Figure 1. PDN straps and rails.
Bar = 50 um. Pins as bars on the die edge.
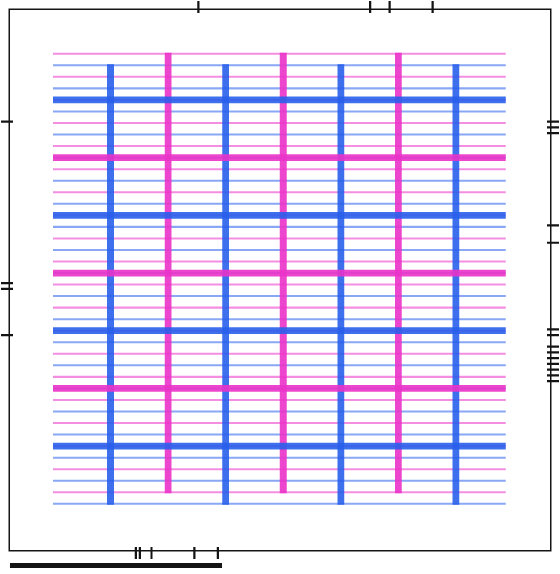
Figure 2. Cell classes on the final placement.
Bar = 50 um.
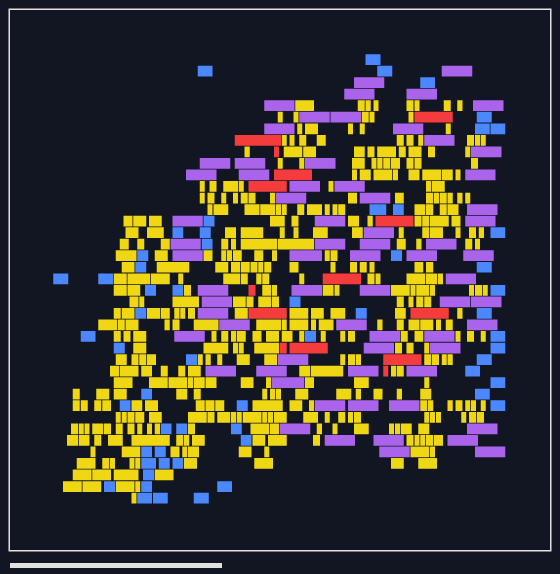
Figure 3. Clock distribution.
Bar = 50 um.
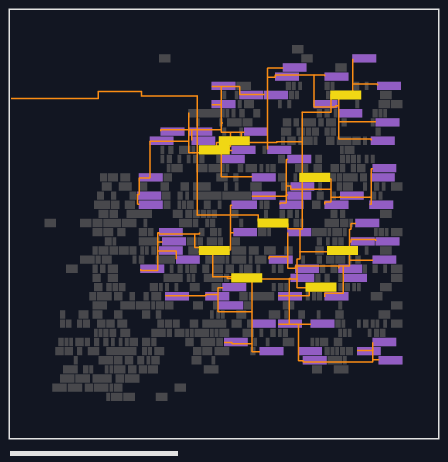
Figure 4. Signal wires by layer.
Two of the layers only.
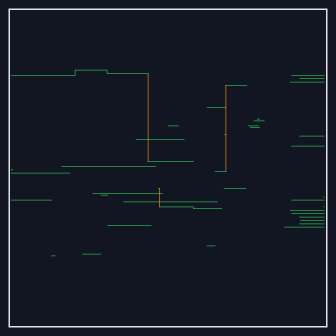
File: src/rtl/meter_time_counter_if.sv
// Control pulses in, display digits and status out, between the meter
// front end and meter_time_counter.
interface meter_time_counter_if;
    logic       tick_1hz;
    logic       add1;
    logic       add2;
    logic       add3;
    logic       add4;
    logic       rst1;
    logic       rst2;
    logic [3:0] digit3;
    logic [3:0] digit2;
    logic [3:0] digit1;
    logic [3:0] digit0;
    logic       parked;
    logic       expired;

    modport master (
        output tick_1hz, add1, add2, add3, add4, rst1, rst2,
        input  digit3, digit2, digit1, digit0, parked, expired
    );

    modport slave (
        input  tick_1hz, add1, add2, add3, add4, rst1, rst2,
        output digit3, digit2, digit1, digit0, parked, expired
    );
endinterface

File: src/rtl/meter_time_counter.sv
// Parking-meter seconds counter with a free-running 16-phase binary-to-BCD converter.
// Optional macro LOW_TIME_WARN_EN: parked flags snapshot < WARN_SEC instead of snapshot == 0.
module meter_time_counter #(
    parameter int unsigned MAX_SEC  = 9999,
    parameter int unsigned WARN_SEC = 180,
    parameter int unsigned RST1_SEC = 15,
    parameter int unsigned RST2_SEC = 150
) (
    input  logic                  clk_fast,
    input  logic                  rst_n,
    meter_time_counter_if.slave   bus
);

`ifdef LOW_TIME_WARN_EN
    localparam bit LOW_WARN = 1'b1;
`else
    localparam bit LOW_WARN = 1'b0;
`endif
    // Without the warning feature, "< 1" is exactly the expiry test.
    localparam logic [13:0] PARK_LIMIT = LOW_WARN ? 14'(WARN_SEC) : 14'd1;
    localparam logic [14:0] MAX15      = 15'(MAX_SEC);

    typedef enum logic [1:0] {
        ST_LOAD,
        ST_SHIFT,
        ST_PUBLISH
    } conv_state_t;

    logic [13:0] count_q, count_d;
    logic [14:0] dec_val, add_sum, total;

    conv_state_t state_q, state_d;
    logic [3:0]  phase_q, phase_d;
    logic [13:0] shift_q, shift_d;
    logic [15:0] bcd_q, bcd_d, bcd_adj;
    logic        low_q, low_d;
    logic [15:0] digits_q, digits_d;
    logic        parked_q, parked_d;

    always_comb begin
        add_sum = '0;
        if (bus.add1) add_sum = add_sum + 15'd60;
        if (bus.add2) add_sum = add_sum + 15'd120;
        if (bus.add3) add_sum = add_sum + 15'd180;
        if (bus.add4) add_sum = add_sum + 15'd300;

        dec_val = {1'b0, count_q};
        if (bus.tick_1hz && (count_q != '0)) dec_val = dec_val - 15'd1;
        total = dec_val + add_sum;

        if (bus.rst2)          count_d = 14'(RST2_SEC);
        else if (bus.rst1)     count_d = 14'(RST1_SEC);
        else if (total > MAX15) count_d = MAX15[13:0];
        else                   count_d = total[13:0];
    end

    always_comb begin
        state_d  = state_q;
        phase_d  = phase_q + 4'd1;
        shift_d  = shift_q;
        bcd_d    = bcd_q;
        low_d    = low_q;
        digits_d = digits_q;
        parked_d = parked_q;

        bcd_adj = bcd_q;
        for (int i = 0; i < 4; i++) begin
            if (bcd_q[4*i +: 4] >= 4'd5) bcd_adj[4*i +: 4] = bcd_q[4*i +: 4] + 4'd3;
        end

        case (state_q)
            ST_LOAD: begin
                shift_d = count_q;
                bcd_d   = '0;
                low_d   = (count_q < PARK_LIMIT);
                state_d = ST_SHIFT;
            end
            ST_SHIFT: begin
                {bcd_d, shift_d} = {bcd_adj[14:0], shift_q, 1'b0};
                if (phase_q == 4'd14) state_d = ST_PUBLISH;
            end
            ST_PUBLISH: begin
                digits_d = bcd_q;
                parked_d = low_q;
                state_d  = ST_LOAD;
            end
            default: begin
                state_d = ST_LOAD;
                phase_d = '0;
            end
        endcase
    end

    always_ff @(posedge clk_fast) begin
        if (!rst_n) begin
            count_q  <= '0;
            state_q  <= ST_LOAD;
            phase_q  <= '0;
            shift_q  <= '0;
            bcd_q    <= '0;
            low_q    <= 1'b1;
            digits_q <= '0;
            parked_q <= 1'b1;
        end else begin
            count_q  <= count_d;
            state_q  <= state_d;
            phase_q  <= phase_d;
            shift_q  <= shift_d;
            bcd_q    <= bcd_d;
            low_q    <= low_d;
            digits_q <= digits_d;
            parked_q <= parked_d;
        end
    end

    assign bus.digit3  = digits_q[15:12];
    assign bus.digit2  = digits_q[11:8];
    assign bus.digit1  = digits_q[7:4];
    assign bus.digit0  = digits_q[3:0];
    assign bus.parked  = parked_q;
    assign bus.expired = (count_q == '0);

endmodule

File: src/flat_wrapper.sv
// flat-port wrapper written by rule: the top's interface ports become plain ports
module meter_time_counter_flat 
#(
    parameter int unsigned MAX_SEC  = 9999,
    parameter int unsigned WARN_SEC = 180,
    parameter int unsigned RST1_SEC = 15,
    parameter int unsigned RST2_SEC = 150
)
  (clk_fast, rst_n, bus_tick_1hz, bus_add1, bus_add2, bus_add3, bus_add4, bus_rst1, bus_rst2, bus_digit3, bus_digit2, bus_digit1, bus_digit0, bus_parked, bus_expired);
  meter_time_counter_if bus_i ();
  input  logic clk_fast;
  input  logic rst_n;
  input wire logic [$bits(bus_i.tick_1hz)-1:0] bus_tick_1hz;
  input wire logic [$bits(bus_i.add1)-1:0] bus_add1;
  input wire logic [$bits(bus_i.add2)-1:0] bus_add2;
  input wire logic [$bits(bus_i.add3)-1:0] bus_add3;
  input wire logic [$bits(bus_i.add4)-1:0] bus_add4;
  input wire logic [$bits(bus_i.rst1)-1:0] bus_rst1;
  input wire logic [$bits(bus_i.rst2)-1:0] bus_rst2;
  output wire logic [$bits(bus_i.digit3)-1:0] bus_digit3;
  output wire logic [$bits(bus_i.digit2)-1:0] bus_digit2;
  output wire logic [$bits(bus_i.digit1)-1:0] bus_digit1;
  output wire logic [$bits(bus_i.digit0)-1:0] bus_digit0;
  output wire logic [$bits(bus_i.parked)-1:0] bus_parked;
  output wire logic [$bits(bus_i.expired)-1:0] bus_expired;
  assign bus_i.tick_1hz = bus_tick_1hz;
  assign bus_i.add1 = bus_add1;
  assign bus_i.add2 = bus_add2;
  assign bus_i.add3 = bus_add3;
  assign bus_i.add4 = bus_add4;
  assign bus_i.rst1 = bus_rst1;
  assign bus_i.rst2 = bus_rst2;
  assign bus_digit3 = bus_i.digit3;
  assign bus_digit2 = bus_i.digit2;
  assign bus_digit1 = bus_i.digit1;
  assign bus_digit0 = bus_i.digit0;
  assign bus_parked = bus_i.parked;
  assign bus_expired = bus_i.expired;
  meter_time_counter #(.MAX_SEC(MAX_SEC), .WARN_SEC(WARN_SEC), .RST1_SEC(RST1_SEC), .RST2_SEC(RST2_SEC)) u_core (.clk_fast(clk_fast), .rst_n(rst_n), .bus(bus_i));
endmodule
File: config.mk
export PLATFORM = sky130hd
export DESIGN_NAME = meter_time_counter_flat
export DESIGN_NICKNAME = d
export VERILOG_FILES = /design/src/rtl/meter_time_counter_if.sv /design/src/rtl/meter_time_counter.sv /design/src/flat_wrapper.sv
export SDC_FILE = /design/constraint.sdc
export NUM_CORES = 1
export LEC_CHECK = 0
export CAP_MARGIN = 20
export CORE_MARGIN = 10
export CORE_UTILIZATION = 35
export DETAILED_ROUTE_END_ITERATION = 8
export SYNTH_ARGS = -nofsm -noshare
export SYNTH_HDL_FRONTEND = slang
export SYNTH_SLANG_ARGS = --single-unit
File: constraint.sdc
create_clock -name clk_fast -period 4.5 [get_ports clk_fast]
set_input_delay 0.675 -clock clk_fast [delete_from_list [all_inputs] [get_ports clk_fast]]
set_output_delay 0.675 -clock clk_fast [all_outputs]
set_load 0.01 [all_outputs]
==> summary.txt <==
yosys + openroad results -> status finished, final reports clean, pwr dens 343.9 nW/um2, 1st-iter DRT viols 295, Synth async-reset ratio 0%, post-CTS setup buffers 0, total CTS buffers 9, M1 WL 4.383 mm, Most common reg cell dfxtp_1, grt met3 use 3.350%, Repair and plain buffers 57, die area 16,200 um2, post-route setup TNS 0 ps, detailed-routed wire length on met3 489 um, R2R Path End u_core.count_q[12]$_SDFF_PP0_, register share after synthesis 33.80%, Post-synth EDFFs 0, worst setup margin 201.0 ps, gr busiest metal met2, Max clock buf depth 2, Final Max Tran Viols 0, total gr overflow 0, crit share post-route 95.53%, FFs & Latches 68, fin nets 582, Post-DP Area 4579 um2, kind of end point of the critical path flop, Unique cell types 50, final setup violation count 0, type of the worst setup path in -> reg, Synth top cells by count 68 x dfxtp_1, 60 x nand2_1, 59 x nor2_1, Log Warnings 37, TritonCTS clock tree done, share of post-route cells with drive strength above 1 13.53%, Reg2Reg Setup Slack 430 ps, multi-input gate area in the final layout 2559 um2, Synth Area in Adders 9.195%, DR WL met2 4.364 mm, Synth Register Bits 68, initial antenna violation count 0, CP bufs+invs 6, Critical Path Fanout Max 5, Worst-Margin Slew 938.8 ps, grt met2 use 18.74%, vias in the first global route 3,361, comb area leader simple AND/OR/NAND/NOR gates, mux contribution to synthesized area 3.852%, final std cells w/o fill 690, hold buffers post-CTS 0, ClkCell Share 5.490%, Critical Path Sink u_core.count_q[6]$_SDFF_PP0_, delay-heaviest family, CP buffers and inverters, Max-cap violations 0, WP data arrival 4500 ps, Clock Power Share 38.5%, max incr delay on CP 490 ps, Hold Crit Start u_core.digits_q[7]$_SDFFE_PN0N_, dominant logic cell type in the layout dfxtp_1, DRC Markers 0, crit path cell chain clkdlybuf4s50_1, inv_1, ha_4, xnor2_2, inv_1, ha_1, buf_4, inv_1, o21ai_0, a221o_1, nand2_1, xor2_1, ha_1, or2_2, and2_4, a21oi_2, a21oi_2, mux2_4, buf_4, a31oi_4, nor3_1, Pwr Total 0.001709 W, Top Layout Cells 66 x dfxtp_1, 60 x nand2_1, 59 x nor2_1, TAP cells 143, Top cell area share 33.80%, Final Hold Fails 0, FMAX 232.6 MHz, Clock Skew 4.870 ps, port buffer count 26, area figure in the yosys stat output 4028 um2, AND/OR/NAND/NOR Cells, Area Fraction 23.42%, Fin Hold WS 450.7 ps, WHS Path Cells 2
Notes on Figure 1 above:
VSS: in blue. VDD: in magenta.
The core has 39 rows. 40 met1 rails follow the rows. 27 signal pins sit on the boundary. 7 straps on met5. 7 straps on met4.
Core ar.: 11,320 um2
DIE WIDTH: 127.3 um
Peak VDD IR: 0.0002052 V
height of the die: 127.3 um

Notes on Figure 2 above:
remaining logic cells: in yellow, cells 408, share of their area 55%. clock drivers and dummy loads: in red, cells 14, share of their area 5.7%. sequential cells: in purple, cells 68, share of their area 28%. remaining buffers and delay cells: in blue, cells 57, share of their area 10%.
Site Rows: 39
fraction of area in registers: 27.45%
Core Util, Final: 43.89%
Final Cell Area: 4969 um2

Notes on Figure 3 above:
clock wires: in orange, length 920 um. flip-flops: in purple, count 68. clock-net drivers: in yellow, count 9.
There are 10 routed clock nets.
clk_lat worst skew: 320 ps
Clk. pwr: 0.000657 W

Notes on Figure 4 above:
M4: in orange, wire length 77.5 um. M3: in green, wire length 490 um.
Routed WL: 9.315 mm
GRT Overall Usage: 11.47%
detailed-route via count: 3,511
DR WL/cell: 13.50 um

## tightest hold or removal path: cells and delay by family, from the launching register on
kind / cells / cell delay, ps
AND/OR/NAND/NOR: 1 / 50
flip-flops: 1 / 300
AND-OR/OR-AND: 1 / 50
## power by group through the flow
stage	Sequential (W)	Combinational, W	Clock [W]
2_1_floorplan	0.000654	0.000257	0
3_3_place_gp	0.000660	0.000367	0
3_5_place_dp	0.000661	0.000373	0
4_1_cts	0.000648	0.000377	0.000673
5_1_grt	0.000653	0.000448	0.000699
6_report	0.000649	0.000402	0.000657
## sequential cells by signal (all words and copies together) (netlist names)
signal and cells:
u_core.bcd_q 16, u_core.bus.parked 1, u_core.count_q 14, u_core.digits_q 16, u_core.low_q 1, u_core.phase_q 4
u_core.shift_q 14, u_core.state_q 2
No activity file was given, so power comes from the tool's default toggle rates.
